==> config.mk <==
export PLATFORM = sky130hd
export DESIGN_NAME = ped_request_conditioner
export DESIGN_NICKNAME = d
export VERILOG_FILES = /design/src/rtl/ped_request_conditioner_pkg.sv /design/src/rtl/ped_request_conditioner_sync_debounce.sv /design/src/rtl/ped_request_conditioner.sv
export SDC_FILE = /design/constraint.sdc
export NUM_CORES = 1
export LEC_CHECK = 0
export CORE_UTILIZATION = 35
export DETAILED_ROUTE_END_ITERATION = 8
export GPL_TIMING_DRIVEN = 0
export PLACE_DENSITY = 0.59
export RECOVER_POWER = 50
export SETUP_SLACK_MARGIN = 0.2
export SLEW_MARGIN = 20
export SYNTH_ARGS = -nofsm -noshare
export SYNTH_HDL_FRONTEND = slang
export SYNTH_HIERARCHICAL = 1
export SYNTH_SLANG_ARGS = --single-unit
==> constraint.sdc <==
create_clock -name clk -period 4.15 [get_ports clk]
set_input_delay 1.245 -clock clk [delete_from_list [all_inputs] [get_ports clk]]
set_output_delay 1.245 -clock clk [all_outputs]
set_load 0.02 [all_outputs]
==> src/rtl/ped_request_conditioner_pkg.sv <==
`default_nettype none
// ============================================================================
//  Module      : ped_request_conditioner_pkg
//  Description : Shared FSM state encoding, default timing constants and
//                counter widths for the pedestrian request conditioner and
//                the traffic controller.
//  Revision    : 1.0  initial release
// ============================================================================
package ped_request_conditioner_pkg;

  // Pedestrian request FSM states. The fourth encoding (2'b11) is illegal
  // and recovers to ST_IDLE.
  typedef enum logic [1:0] {
    ST_IDLE      = 2'b00,
    ST_REQUESTED = 2'b01,
    ST_HOLDOFF   = 2'b10
  } ped_state_e;

  // 20 ms debounce and 10 s lockout at a 50 MHz system clock.
  localparam int unsigned c_db_cycles_default      = 1000000;
  localparam int unsigned c_holdoff_cycles_default = 500000000;

  // Counter widths cover the full legal range of each timing parameter.
  localparam int unsigned c_db_cnt_w      = 24;
  localparam int unsigned c_holdoff_cnt_w = 29;

endpackage : ped_request_conditioner_pkg
`default_nettype wire

==> src/rtl/ped_request_conditioner_sync_debounce.sv <==
`default_nettype none
// ============================================================================
//  Module      : sync_debounce
//  Description : Two-flop synchronizer followed by a debounce counter and a
//                stable-level register. The stable level follows the
//                synchronized input only after DB_CYCLES consecutive cycles
//                of disagreement; any single cycle of agreement restarts.
//  Ports       : clk    - system clock, rising edge
//                reset  - asynchronous, active-low reset
//                raw    - asynchronous, bouncing input
//                stable - debounced level
//  Revision    : 1.0  initial release
// ============================================================================
module sync_debounce
  import ped_request_conditioner_pkg::*;
#(
  parameter int unsigned DB_CYCLES = c_db_cycles_default
) (
  input  logic clk,
  input  logic reset,
  input  logic raw,
  output logic stable
);

  localparam logic [c_db_cnt_w-1:0] c_cnt_last = c_db_cnt_w'(DB_CYCLES - 1);

  logic                  sync1_q, sync1_d;
  logic                  sync2_q, sync2_d;
  logic                  stable_q, stable_d;
  logic [c_db_cnt_w-1:0] cnt_q, cnt_d;

  always_comb begin
    sync1_d  = raw;
    sync2_d  = sync1_q;
    stable_d = stable_q;
    cnt_d    = '0;
    if (sync2_q != stable_q) begin
      // cnt_q counts the disagreeing cycles already seen, so the cycle that
      // makes DB_CYCLES of them commits the new level.
      if (cnt_q == c_cnt_last) begin
        stable_d = sync2_q;
      end else begin
        cnt_d = cnt_q + 1'b1;
      end
    end
  end

  always_ff @(posedge clk or negedge reset) begin
    if (!reset) begin
      sync1_q  <= 1'b0;
      sync2_q  <= 1'b0;
      stable_q <= 1'b0;
      cnt_q    <= '0;
    end else begin
      sync1_q  <= sync1_d;
      sync2_q  <= sync2_d;
      stable_q <= stable_d;
      cnt_q    <= cnt_d;
    end
  end

  assign stable = stable_q;

endmodule : sync_debounce
`default_nettype wire

==> src/rtl/ped_request_conditioner.sv <==
`default_nettype none
// ============================================================================
//  Module      : ped_request_conditioner
//  Description : Conditions the raw pedestrian button and vehicle sensor,
//                latches a pedestrian request until the controller grants
//                it, then locks out new requests for HOLDOFF_CYCLES.
//  Ports       : clk        - system clock, rising edge
//                reset      - asynchronous, active-low reset
//                b1         - raw push-button (active-high, bouncing)
//                ir         - raw vehicle sensor (active-high, bouncing)
//                grant      - one-cycle pulse, pedestrian phase served
//                ped_req    - latched request level (REQUESTED state)
//                ir_present - debounced sensor level
//                b1_pulse   - one-cycle pulse on debounced b1 rise
//                req_count  - accepted requests, saturating at 255
//                lockout    - high while in HOLDOFF
//  Revision    : 1.0  initial release
// ============================================================================
module ped_request_conditioner
  import ped_request_conditioner_pkg::*;
#(
  parameter int unsigned DB_CYCLES      = c_db_cycles_default,
  parameter int unsigned HOLDOFF_CYCLES = c_holdoff_cycles_default
) (
  input  logic       clk,
  input  logic       reset,
  input  logic       b1,
  input  logic       ir,
  input  logic       grant,
  output logic       ped_req,
  output logic       ir_present,
  output logic       b1_pulse,
  output logic [7:0] req_count,
  output logic       lockout
);

  localparam logic [c_holdoff_cnt_w-1:0] c_holdoff_load =
    c_holdoff_cnt_w'(HOLDOFF_CYCLES - 1);

  logic                       b1_stable;
  logic                       ir_stable;
  logic                       b1_prev_q, b1_prev_d;
  logic                       b1_pulse_q, b1_pulse_d;
  ped_state_e                 state_q, state_d;
  logic [c_holdoff_cnt_w-1:0] holdoff_q, holdoff_d;
  logic [7:0]                 req_count_q, req_count_d;

  sync_debounce #(
    .DB_CYCLES (DB_CYCLES)
  ) u_b1_db (
    .clk    (clk),
    .reset  (reset),
    .raw    (b1),
    .stable (b1_stable)
  );

  sync_debounce #(
    .DB_CYCLES (DB_CYCLES)
  ) u_ir_db (
    .clk    (clk),
    .reset  (reset),
    .raw    (ir),
    .stable (ir_stable)
  );

  // Registered rising-edge detect: the pulse lands the cycle after the
  // stable level rises, so the FSM only ever sees a flop output.
  always_comb begin
    b1_prev_d  = b1_stable;
    b1_pulse_d = b1_stable & ~b1_prev_q;
  end

  always_comb begin
    state_d     = state_q;
    holdoff_d   = holdoff_q;
    req_count_d = req_count_q;
    case (state_q)
      ST_IDLE: begin
        // A coincident grant is irrelevant here; only the press matters.
        if (b1_pulse_q) begin
          state_d = ST_REQUESTED;
          if (req_count_q != 8'hFF) begin
            req_count_d = req_count_q + 1'b1;
          end
        end
      end
      ST_REQUESTED: begin
        if (grant) begin
          state_d   = ST_HOLDOFF;
          holdoff_d = c_holdoff_load;
        end
      end
      ST_HOLDOFF: begin
        // Loaded with N-1 so the state lasts exactly HOLDOFF_CYCLES cycles.
        if (holdoff_q == '0) begin
          state_d = ST_IDLE;
        end else begin
          holdoff_d = holdoff_q - 1'b1;
        end
      end
      default: begin
        state_d   = ST_IDLE;
        holdoff_d = '0;
      end
    endcase
  end

  always_ff @(posedge clk or negedge reset) begin
    if (!reset) begin
      b1_prev_q   <= 1'b0;
      b1_pulse_q  <= 1'b0;
      state_q     <= ST_IDLE;
      holdoff_q   <= '0;
      req_count_q <= '0;
    end else begin
      b1_prev_q   <= b1_prev_d;
      b1_pulse_q  <= b1_pulse_d;
      state_q     <= state_d;
      holdoff_q   <= holdoff_d;
      req_count_q <= req_count_d;
    end
  end

  assign ped_req    = (state_q == ST_REQUESTED);
  assign lockout    = (state_q == ST_HOLDOFF);
  assign ir_present = ir_stable;
  assign b1_pulse   = b1_pulse_q;
  assign req_count  = req_count_q;

endmodule : ped_request_conditioner
`default_nettype wire

Fig. 1: clock distribution
Drawn at 3 px/um.
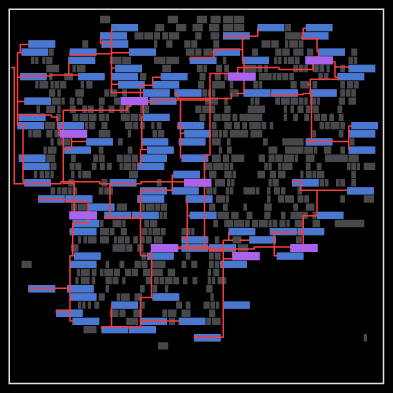
[red] clock wires | length: 1170 um
[purple] clock-net drivers | count: 9
[blue] flip-flops | count: 95
routed clock nets: 10
flops lie: spread over the die

Fig. 2: port wiring
Drawn at 2 px/um.
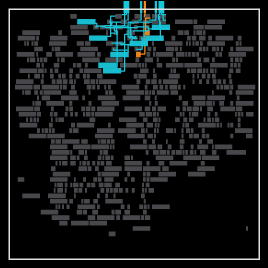
| color | port | bits | direction | end cells | buffers | wire |
|---|---|---|---|---|---|---|
| orange | `grant` | 1 | input | 2 | 1 | 27.2 um |
| cyan | `req_count` | 8 | output | 8 | 8 | 303 um |

==> Implementation_results.wiki <==
=== Synthesis and place and route ===
{| class="wikitable"
! Metric !! Value
|-
| Yosys synthesis warning count || 6
|-
| DIE HEIGHT || 124 um
|-
| Outcome || finished, final reports clean
|-
| Origin of the worst setup path || state_q[0]
|-
| Number of distinct library cell variants in the gate-level netlist after synthesis || 67
|-
| Placed cell count || 752
|-
| Simple-gate share of the synthesized area || 0.266
|-
| Initial Util || 0.360
|-
| Top cells by area || sky130_fd_sc_hd__dfrtp_1, sky130_fd_sc_hd__o21ai_0, sky130_fd_sc_hd__nor2_1
|-
| Slack of the critical path || 1.06 ns
|-
| Relative slew slack || 0.106
|-
| Core box area || 14500 sq um
|-
| PnR Total Power || 0.00178 W
|-
| Fraction of the core area covered by cells at the end of the flow || 0.408
|-
| Cell-internal power || 0.00137 W
|-
| Launch point of the worst reg-to-reg path || holdoff_q[0]
|-
| Power in combinational cells || 0.0000434 W
|-
| Highest-delay cell along the critical path || sky130_fd_sc_hd__clkdlybuf4s50_1
|-
| Power per standard cell area || 300 nW/um^2
|-
| Total cells reported by yosys after synthesis || 551
|-
| Share of layout cells above drive strength 1 || 0.108
|-
| Share of the yosys chip area belonging to registers || 0.455
|-
| Most used DFF post-synth || sky130_fd_sc_hd__dfrtp_1
|-
| Hold Crit Endpoint || u_ir_db/sync2_q
|-
| Post-synthesis mux area share || 0.00646
|-
| Count of final hold-check violations || 0
|-
| Post-layout instance count excluding filler cells || 768
|-
| Delay of the slowest critical-path stage || 0.67 ns
|-
| Layout Nets || 591
|}
Fig. 3: placement density heat map
Drawn at 3 px/um. The die is cut into 12 by 12 equal tiles; dark blue is low, red is high, 0 to 100% covered.
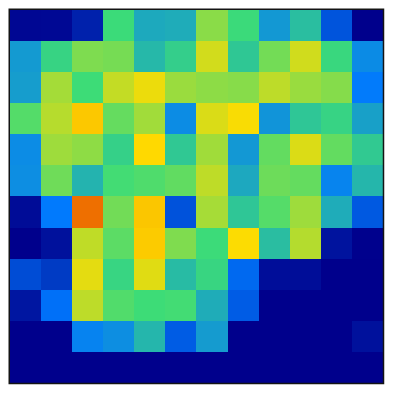
fullest tile: 87%
tiles over 75% full: 3.5%
mean over tiles: 37%
nearly empty tiles: 20%
emptiest ninth of the die: bottom right

Fig. 4: routing congestion
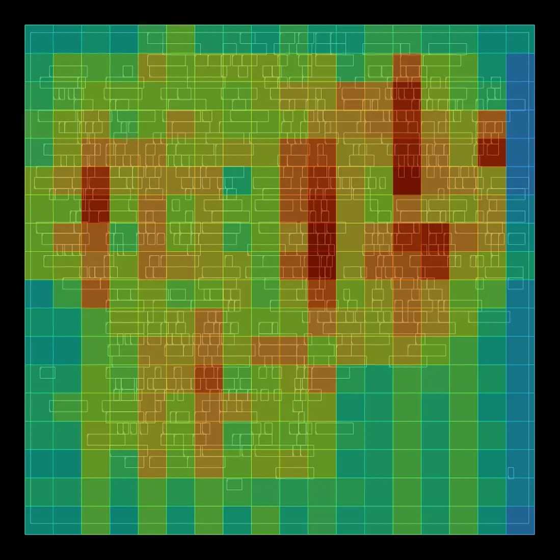
routed wire length per instance: 15.8 um
GRT Overall Usage: 0.165

[cell usage after synthesis (5+ instances only)]
library cell and n:
sky130_fd_sc_hd__dfrtp_1 95, sky130_fd_sc_hd__nor2_1 44, sky130_fd_sc_hd__nand2_1 38, sky130_fd_sc_hd__o21ai_0 38, sky130_fd_sc_hd__a21oi_1 29, sky130_fd_sc_hd__nand4_1 21
sky130_fd_sc_hd__or3_1 20, sky130_fd_sc_hd__nand3_1 17, sky130_fd_sc_hd__xor2_1 17, sky130_fd_sc_hd__inv_1 15, sky130_fd_sc_hd__nor3_1 15, sky130_fd_sc_hd__and3_1 14
sky130_fd_sc_hd__xnor2_1 14, sky130_fd_sc_hd__buf_2 13, sky130_fd_sc_hd__clkbuf_1 12, sky130_fd_sc_hd__o31ai_1 11, sky130_fd_sc_hd__a31oi_1 10, sky130_fd_sc_hd__nor4_1 10
sky130_fd_sc_hd__nand2b_1 9, sky130_fd_sc_hd__or4_1 9, sky130_fd_sc_hd__ha_1 7, sky130_fd_sc_hd__o21ai_1 7, sky130_fd_sc_hd__a21oi_2 6, sky130_fd_sc_hd__and2_1 6
sky130_fd_sc_hd__nor2b_1 5, sky130_fd_sc_hd__or2_2 5
[state kept, by name, summed over array words and instances, names as in the netlist, 2 cells and up]
| register | cells |
|---|---|
| holdoff_q | 29 |
| u_ir_db/cnt_q | 24 |
| u_b1_db/cnt_q | 24 |
| req_count | 8 |
| state_q | 2 |
[cell usage in the layout, fill, tap and decap left out, types with 6 or more instances in the layout]
cell and n:
sky130_fd_sc_hd__o21ai_1 7, sky130_fd_sc_hd__or4_1 9, sky130_fd_sc_hd__xor2_1 17, sky130_fd_sc_hd__ha_1 7, sky130_fd_sc_hd__a21oi_2 6, sky130_fd_sc_hd__o31ai_1 11
sky130_fd_sc_hd__nand3_1 17, sky130_fd_sc_hd__clkdlybuf4s50_1 13, sky130_fd_sc_hd__nand4_1 21, sky130_fd_sc_hd__a21oi_1 29, sky130_fd_sc_hd__a31oi_1 10, sky130_fd_sc_hd__clkbuf_16 9
sky130_fd_sc_hd__and3_1 14, sky130_fd_sc_hd__nand2_1 38, sky130_fd_sc_hd__clkbuf_1 13, sky130_fd_sc_hd__xnor2_1 14, sky130_fd_sc_hd__dfrtp_1 95, sky130_fd_sc_hd__buf_2 13
sky130_fd_sc_hd__nor2_1 44, sky130_fd_sc_hd__nor3_1 15, sky130_fd_sc_hd__nand2b_1 9, sky130_fd_sc_hd__inv_1 15, sky130_fd_sc_hd__nor4_1 10, sky130_fd_sc_hd__or3_1 20
sky130_fd_sc_hd__o21ai_0 38
[final cells by class]
type / count / area, sq um
Multi-Input combinational cell: 414 / 2670
Clock buffer: 10 / 239
Buffer: 27 / 125
Tap cell: 184 / 230
Sequential cell: 95 / 2380
Fill cell: 1451 / 8600
Clock inverter: 6 / 55.1
Timing Repair Buffer: 17 / 181
Inverter: 15 / 56.3
[layer usage]
layer | wire length (um) | global-route usage | up-vias
met1 | 5840 | 0.221 | 2148
li1 | - | - | 2095
met2 | 5690 | 0.259 | 86
met5 | 0 | 0 | -
met3 | 458 | 0.0388 | 14
met4 | 171 | 0.0609 | 0
Power is estimated from default activity; no workload was simulated.
